<file path="src/rtl/ahb_slave_if_pkg.sv">
// Shared AHB-to-APB bridge definitions: transfer/response encodings, error FSM states,
// and the APB slave-select constants.
package ahb_slave_if_pkg;

    typedef enum logic [1:0] {
        HTRANS_IDLE   = 2'b00,
        HTRANS_BUSY   = 2'b01,
        HTRANS_NONSEQ = 2'b10,
        HTRANS_SEQ    = 2'b11
    } htrans_e;

    localparam logic HRESP_OKAY  = 1'b0;
    localparam logic HRESP_ERROR = 1'b1;

    typedef enum logic [1:0] {
        ERR_OKAY = 2'b00,
        ERR_ERR1 = 2'b01,
        ERR_ERR2 = 2'b10
    } err_state_e;

    localparam int NUM_SLV = 3;

    localparam logic [NUM_SLV-1:0] SEL_NONE = 3'b000;
    localparam logic [NUM_SLV-1:0] SEL_SLV0 = 3'b001;
    localparam logic [NUM_SLV-1:0] SEL_SLV1 = 3'b010;
    localparam logic [NUM_SLV-1:0] SEL_SLV2 = 3'b100;

endpackage

</file>
<file path="src/rtl/ahb_addr_decode.sv">
// Combinational bridge window decode: in-range flag and one-hot APB slave select.
// Slaves occupy contiguous 2^SLV_SPAN_LOG2-byte regions starting at BASE_ADDR.
module ahb_addr_decode
    import ahb_slave_if_pkg::*;
#(
    parameter logic [31:0] BASE_ADDR     = 32'h8000_0000,
    parameter int          SLV_SPAN_LOG2 = 26
) (
    input  logic [31:0]        haddr_i,
    output logic               in_range_o,
    output logic [NUM_SLV-1:0] sel_o
);

    logic [31:0] offset;
    logic [31:0] idx;

    always_comb begin
        offset     = haddr_i - BASE_ADDR;
        idx        = offset >> SLV_SPAN_LOG2;
        // Below-base addresses wrap to a huge offset, but idx alone is not a safe guard
        in_range_o = (haddr_i >= BASE_ADDR) && (idx < 32'(NUM_SLV));
        sel_o      = SEL_NONE;
        if (in_range_o) begin
            case (idx)
                32'd0:   sel_o = SEL_SLV0;
                32'd1:   sel_o = SEL_SLV1;
                32'd2:   sel_o = SEL_SLV2;
                default: sel_o = SEL_NONE;
            endcase
        end
    end

endmodule

</file>
<file path="src/rtl/ahb_slave_if.sv">
// AHB front end of the AHB-to-APB bridge: transfer qualification, slave decode, 2-deep
// address/data pipeline and two-cycle ERROR response. Optional AHB_XFER_CNT_EN adds counters.
module ahb_slave_if
    import ahb_slave_if_pkg::*;
#(
    parameter logic [31:0] BASE_ADDR     = 32'h8000_0000,
    parameter int          SLV_SPAN_LOG2 = 26
) (
    input  logic               Hclk,
    input  logic               Hreset,
    input  logic               Hwrite,
    input  logic               Hreadyin,
    input  logic [1:0]         Htrans,
    input  logic [31:0]        Haddr,
    input  logic [31:0]        HWdata,
    input  logic [31:0]        PRdata,
    output logic               Valid,
    output logic [31:0]        Haddr1,
    output logic [31:0]        Haddr2,
    output logic [31:0]        HWdata1,
    output logic [31:0]        HWdata2,
    output logic               Hwritereg,
    output logic [NUM_SLV-1:0] Tempselx,
    output logic [31:0]        Hrdata,
    output logic               Hresp,
    output logic               Err_hready
`ifdef AHB_XFER_CNT_EN
    ,
    output logic [15:0]        Wr_cnt,
    output logic [15:0]        Rd_cnt
`endif
);

    logic        active;
    logic        in_range;
    err_state_e  err_state_q;
    logic        hresp_q;
    logic        err_hready_q;

    logic [31:0] haddr1_q, haddr1_d;
    logic [31:0] haddr2_q, haddr2_d;
    logic [31:0] hwdata1_q, hwdata1_d;
    logic [31:0] hwdata2_q, hwdata2_d;
    logic        hwrite_q, hwrite_d;

    ahb_addr_decode #(
        .BASE_ADDR     (BASE_ADDR),
        .SLV_SPAN_LOG2 (SLV_SPAN_LOG2)
    ) u_decode (
        .haddr_i    (Haddr),
        .in_range_o (in_range),
        .sel_o      (Tempselx)
    );

    assign active = Hreadyin &&
                    ((Htrans == HTRANS_NONSEQ) || (Htrans == HTRANS_SEQ));
    // The cancelling address phase seen during ERR1/ERR2 must never be forwarded
    assign Valid  = active && in_range && (err_state_q == ERR_OKAY);
    assign Hrdata = PRdata;

    always_comb begin
        haddr1_d  = haddr1_q;
        haddr2_d  = haddr2_q;
        hwdata1_d = hwdata1_q;
        hwdata2_d = hwdata2_q;
        hwrite_d  = hwrite_q;
        if (Hreadyin) begin
            haddr1_d  = Haddr;
            haddr2_d  = haddr1_q;
            hwdata1_d = HWdata;
            hwdata2_d = hwdata1_q;
            hwrite_d  = Hwrite;
        end
    end

    always_ff @(posedge Hclk) begin
        if (Hreset) begin
            haddr1_q  <= '0;
            haddr2_q  <= '0;
            hwdata1_q <= '0;
            hwdata2_q <= '0;
            hwrite_q  <= 1'b0;
        end else begin
            haddr1_q  <= haddr1_d;
            haddr2_q  <= haddr2_d;
            hwdata1_q <= hwdata1_d;
            hwdata2_q <= hwdata2_d;
            hwrite_q  <= hwrite_d;
        end
    end

    // Error FSM with registered Hresp/Err_hready: ERR1 stalls, ERR2 completes the response
    always_ff @(posedge Hclk) begin
        if (Hreset) begin
            err_state_q  <= ERR_OKAY;
            hresp_q      <= HRESP_OKAY;
            err_hready_q <= 1'b1;
        end else begin
            case (err_state_q)
                ERR_OKAY: begin
                    if (active && !in_range) begin
                        err_state_q  <= ERR_ERR1;
                        hresp_q      <= HRESP_ERROR;
                        err_hready_q <= 1'b0;
                    end
                end
                ERR_ERR1: begin
                    err_state_q  <= ERR_ERR2;
                    hresp_q      <= HRESP_ERROR;
                    err_hready_q <= 1'b1;
                end
                default: begin
                    err_state_q  <= ERR_OKAY;
                    hresp_q      <= HRESP_OKAY;
                    err_hready_q <= 1'b1;
                end
            endcase
        end
    end

    assign Haddr1     = haddr1_q;
    assign Haddr2     = haddr2_q;
    assign HWdata1    = hwdata1_q;
    assign HWdata2    = hwdata2_q;
    assign Hwritereg  = hwrite_q;
    assign Hresp      = hresp_q;
    assign Err_hready = err_hready_q;

`ifdef AHB_XFER_CNT_EN
    logic [15:0] wr_cnt_q, wr_cnt_d;
    logic [15:0] rd_cnt_q, rd_cnt_d;

    always_comb begin
        wr_cnt_d = wr_cnt_q;
        rd_cnt_d = rd_cnt_q;
        if (Valid && Hwrite && (wr_cnt_q != 16'hFFFF)) begin
            wr_cnt_d = wr_cnt_q + 16'd1;
        end
        if (Valid && !Hwrite && (rd_cnt_q != 16'hFFFF)) begin
            rd_cnt_d = rd_cnt_q + 16'd1;
        end
    end

    always_ff @(posedge Hclk) begin
        if (Hreset) begin
            wr_cnt_q <= '0;
            rd_cnt_q <= '0;
        end else begin
            wr_cnt_q <= wr_cnt_d;
            rd_cnt_q <= rd_cnt_d;
        end
    end

    assign Wr_cnt = wr_cnt_q;
    assign Rd_cnt = rd_cnt_q;
`endif

endmodule

</file>
<file path="config.mk">
export PLATFORM = sky130hd
export DESIGN_NAME = ahb_slave_if
export DESIGN_NICKNAME = d
export VERILOG_FILES = /design/src/rtl/ahb_slave_if_pkg.sv /design/src/rtl/ahb_addr_decode.sv /design/src/rtl/ahb_slave_if.sv
export SDC_FILE = /design/constraint.sdc
export NUM_CORES = 1
export LEC_CHECK = 0
export ABC_CLOCK_PERIOD_IN_PS = 1900
export CAP_MARGIN = 30
export CELL_PAD_IN_SITES_DETAIL_PLACEMENT = 1
export CELL_PAD_IN_SITES_GLOBAL_PLACEMENT = 2
export CORE_MARGIN = 10
export CORE_UTILIZATION = 24
export DETAILED_ROUTE_END_ITERATION = 16
export HOLD_SLACK_MARGIN = 0.1
export PLACE_DENSITY_LB_ADDON = 0.2
export SYNTH_ARGS = -nofsm -noshare
export SYNTH_HDL_FRONTEND = slang
export SYNTH_SLANG_ARGS = --single-unit
</file>
<file path="constraint.sdc">
create_clock -name Hclk -period 1.9 [get_ports Hclk]
set_input_delay 0.285 -clock Hclk [delete_from_list [all_inputs] [get_ports Hclk]]
set_output_delay 0.285 -clock Hclk [all_outputs]
set_load 0.005 [all_outputs]
</file>
Figure 1. Supply network (run 1).
Pins as bars on the die edge.
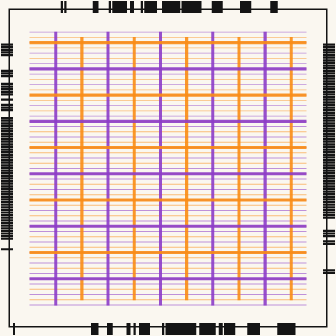
legend:
  purple:
    net: VSS
  orange:
    net: VDD
met1 rails: 53
met4 straps: 10

Figure 2. Cells coloured by class (run 1).
Scale bar: 50 um.
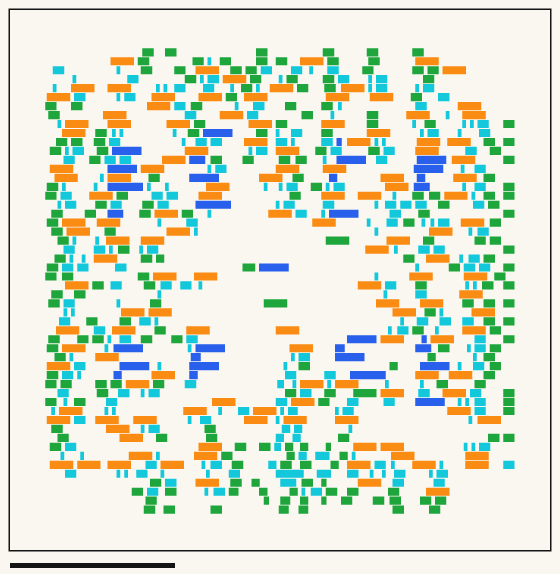
legend:
  orange:
    class: sequential cells
    cells: 133
    share_of_their_area: 36%
  cyan:
    class: combinational and other logic
    cells: 276
    share_of_their_area: 26%
  green:
    class: remaining buffers and delay cells
    cells: 217
    share_of_their_area: 29%
  blue:
    class: clock drivers and dummy loads
    cells: 32
    share_of_their_area: 8.5%
Core Util, Final: 38.0%
flop share of the area: 34.5%
CORE AREA: 20,300 um^2
post-route cell area: 7710 um^2

==> GITHUB_STEP_SUMMARY, run 1 <==
## Implementation flow summary

| Metric | Value |
|---|---|
| Status | `completed` |
| Most frequent logic cell in the layout | `clkdlybuf4s50_1` |
| Post-place setup slack | `-0.532 ns` |
| VDD IR max | `0.568 mV` |
| P_clk | `3.45 mW` |
| Xor+xnor area frac | `0%` |
| Hold Path Origin | `Hreset` |
| Max-cap check violation count | `0` |
| Met1 Usage GRT | `12.3%` |
| Slowest stage cell on the critical path | `or4b_4` |
| Final-report setup violation count | `0` |
| Area after DPL | `7090 um^2` |
| Die y size | `164 um` |
| Yosys stat cell total | `470` |
| Root Driver | `clkbuf_16` |
| Sw power | `1.66 mW` |
| Reg-to-reg critical path startpoint | `err_state_q[1]$_SDFFE_PP0P_` |
| Internal power | `5.64 mW` |
| Slew @ Worst Pin | `0.510 ns` |
| Leak Pwr | `3.24 nW` |
| Adder Area Share | `0%` |
| Largest net degree at the start of global routing | `78` |
| Yosys cell types | `19` |
| Ys Warns | `0` |
| Hold Buf Count CTS | `0` |
| Reg power frac | `41.4%` |
| MUX share of area | `26.0%` |
| CTS tree | `done` |
| Clock slew seen by the registers of the worst setup and hold paths | `0.06 ns` |
| EDFF count, synth | `0` |
| Slew Viols, Final | `0` |
| Buffers added on ports | `203` |
| Initial antenna violation count | `0` |
| Seq share, synth | `53.7%` |
| Top FF cell, synth | `dfxtp_1` |
| Final wirelength | `15,600 um` |
| Layout cells sized above 1 | `8.81%` |
| Antenna Diode Count | `0` |
| Mapped Cells | `470` |
| Pwr/cell area | `946 nW/um^2` |
| Worst setup path class | `in -> out` |
| Drt drc | `0` |
| Routed Antenna Nets | `0` |
| Crit end category | `primary output` |
| R2R cell count | `2` |
| Nets | `747` |
| Clock power share | `47.4%` |
| H-tree levels | `4` |
| Placed Instances | `896` |
| CP max stage delay | `0.57 ns` |
| Crit path depth | `4` |
| Final min period | `1.77 ns` |
| Met2 Use GR | `18.6%` |
| GRT Total Usage | `11.5%` |
| Final period util | `93.0%` |
| Largest power group | `clock` |
| 1st-iter DRT viols | `123` |
| Post-Syn Nets | `572` |
| Post-layout worst setup margin | `0.133 ns` |
| Via density | `4.16` |
| Top cells excl fill/tap | `clkdlybuf4s50_1 (193), dfxtp_1 (133), nor2_1 (130)` |
| Setup TNS | `0 ns` |
| Tool warning count | `27` |
| Fmax | `0.566 GHz` |
| WL/cell | `16.8 um` |
Figure 3. Routed clock nets over the placement (run 1).
Scale bar: 50 um.
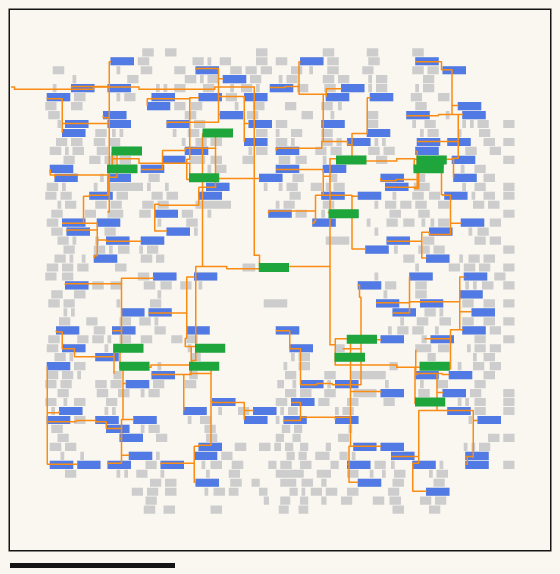
legend:
  orange:
    item: clock wires
    length: 1,990 um
  green:
    item: clock drivers
    count: 17
  blue:
    item: flip-flops
    count: 133
flops lie: spread over the die

Figure 4. Signal wires by layer (run 1).
Only two layers are drawn.
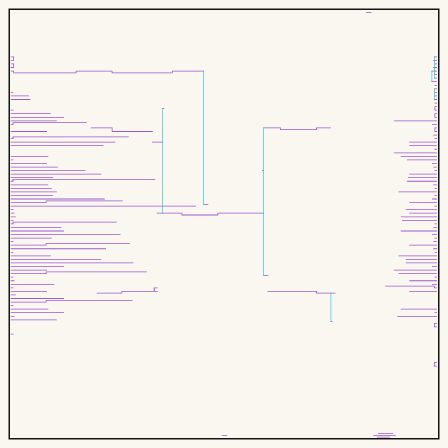
legend:
  cyan:
    layer: metal 4
    wire_length: 175 um
  purple:
    layer: metal 3
    wire_length: 1,840 um

## run 1: area by class of cell
type	count	area [um^2]
well taps	270	338
multi-input cells	275	1930
fillers	2248	12600
repair buffers	217	2150
clock buffers	21	480
flip-flops and latches	133	2660
clock inverters	11	148
inverters	1	3.75
## run 1: state kept, by name, summed over array words and instances, names as in the netlist
signal and flops:
Haddr2 32, Haddr1 32, HWdata2 32, Err_hready 1, Hresp 1, HWdata1 32
err_state_q 2, Hwritereg 1
## run 1: path summary, 6_finish.rpt
path | slack (ns) | endpoint
max reg2reg | 0.73 | Err_hready$_SDFFE_PP1P_
min | 0.22 | Haddr1[27]$_SDFFE_PP0P_
min reg2reg | 0.49 | Haddr2[17]$_SDFFE_PP0P_
max | 0.13 | Valid
Figure 5. Clock nets (run 1).
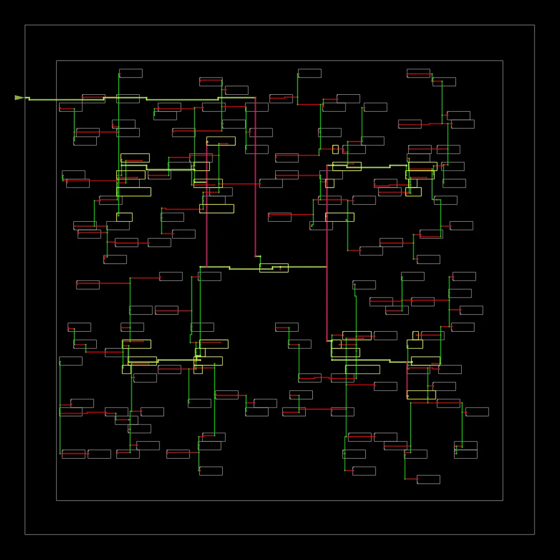

--- run 2 (diff from run 1) ---
--- a/config.mk
+++ b/config.mk
@@ -12,6 +12,7 @@
 export CORE_MARGIN = 10
 export CORE_UTILIZATION = 24
 export DETAILED_ROUTE_END_ITERATION = 16
+export GPL_TIMING_DRIVEN = 0
 export HOLD_SLACK_MARGIN = 0.1
 export PLACE_DENSITY_LB_ADDON = 0.2
 export SYNTH_ARGS = -nofsm -noshare
Figure 6. Clock nets (run 2).
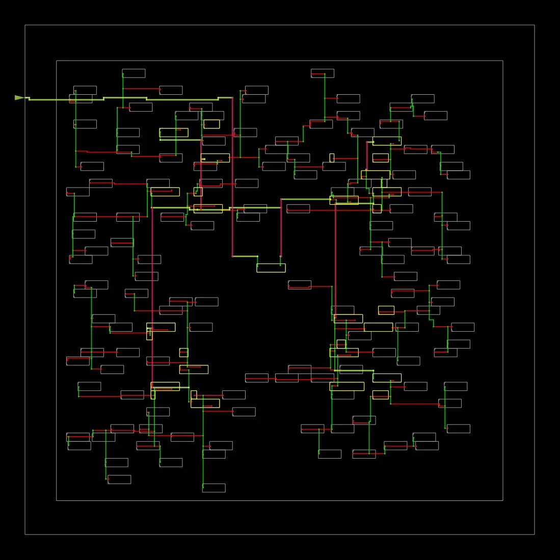
Flop Count: 133
Num CTS Buffers: 17

==> run 2 against run 1 <==
Compared with the run above: final cell count grew 8.3%; clock power shrank 9.6%; via count grew 8.1%; global-route usage grew 1.4 points; register-to-register slack gained 0.05 ns; die size is the same; routed wire length grew 15%; sequential cell count is the same; count of clock-buffer cells in the layout grew 2; power shrank 2.7%; worst setup slack lost 0.093 ns; critical path type unchanged; first-iteration DRC count shrank 38%.
==> GITHUB_STEP_SUMMARY, run 2 <==
## Implementation flow summary

| Metric | Value |
|---|---|
| Setup TNS | `0 ns` |
| Flop area | `2660 um^2` |
| 1st-iter DRT viols | `76` |
| Leak Pwr | `3.49 nW` |
| Slew @ Worst Pin | `0.633 ns` |
| Clock slew seen by the registers of the worst setup and hold paths | `0.05 ns` |
| CTS sink count | `133` |
| Hold Buf Count CTS | `0` |
| Post-layout worst setup margin | `0.0405 ns` |
| GRT Total Usage | `13.0%` |
| Fill cells | `2,300` |
| Met2 Use GR | `21.3%` |
| Via density | `4.15` |
| CLK BUF | `23` |
| Synth flops | `133` |
| Die y size | `164 um` |
| Final-report setup violation count | `0` |
| Met1 Usage GRT | `14.1%` |
| Post-route cell area | `8200 um^2` |
| FFs w/ async S/R, synth | `0%` |
| Top FF cell, synth | `dfxtp_1` |
| Non-clock buffers, area share | `33.1%` |
| Gpl congestion | `0.736` |
| Max-cap check violation count | `0` |
| Post-place setup slack | `-0.555 ns` |
| VDD IR max | `0.592 mV` |
| Tap cell count | `270` |
| Yosys stat cell total | `470` |
| Buffers added on ports | `234` |
| Routed Antenna Nets | `0` |
| CORE AREA | `20,300 um^2` |
| H-tree levels | `4` |
| Internal power | `5.44 mW` |
| Largest net degree at the start of global routing | `17` |
| Slew Viols, Final | `0` |
| Placed Instances | `974` |
| Clock power share | `44.0%` |
| Most frequent logic cell in the layout | `clkdlybuf4s50_1` |
| Inverters | `1` |
| Logic area | `1920 um^2` |
| Final period util | `97.9%` |
| CP max stage delay | `0.59 ns` |
| Crit end category | `primary output` |
| Root Driver | `clkbuf_16` |
| Final min period | `1.86 ns` |
| Worst setup path class | `in -> out` |
| Top cells excl fill/tap | `clkdlybuf4s50_1 (226), dfxtp_1 (133), nor2_1 (130)` |
| WL/cell | `17.9 um` |
| Yosys cell types | `19` |
| Final wirelength | `17,900 um` |
| Final clock-cell share | `6.86%` |
| Leading cell category by total area | `non-clock buffers` |
| Non-filler instance count after layout | `1,005` |
| Reg power frac | `42.5%` |
| Initial antenna violation count | `1` |
| CTS tree | `done` |
| Layout cells sized above 1 | `11.2%` |
| Pwr/cell area | `866 nW/um^2` |
| Flop share of the area | `32.5%` |
| Status | `completed` |
| Sw power | `1.66 mW` |
| Largest power group | `clock` |
| Antenna Diode Count | `0` |
| Drt drc | `0` |
| Nets | `825` |
| Area Overhead vs Synth | `65.3%` |
| Core Util, Final | `40.4%` |
| EDFF count, synth | `0` |
| Fmax | `0.538 GHz` |
| Ys Warns | `0` |
| Comb_multi_in | `275` |
## run 2: path summary, 6_finish.rpt
check / startpoint / endpoint / slack (ns) / cells past startpoint
max: Haddr[30] / Tempselx[2] / 0.04 / 4
min: Haddr[29] / Haddr1[29]$_SDFFE_PP0P_ / 0.32 / 3
max reg2reg: err_state_q[1]$_SDFFE_PP0P_ / Err_hready$_SDFFE_PP1P_ / 0.78 / 2
min reg2reg: err_state_q[0]$_SDFFE_PP0P_ / err_state_q[1]$_SDFFE_PP0P_ / 0.48 / 2
## run 2: kinds of logic (layout without fill, tap and decap cells)
family,Yosys count,in the layout,synth area share (%)
compound gates,6,6,0.958
buf+inv,62,327,7.89
simple gates,140,140,11.5
flops,133,133,53.7
mux,129,129,26.0
Power is estimated from default activity; no workload was simulated.
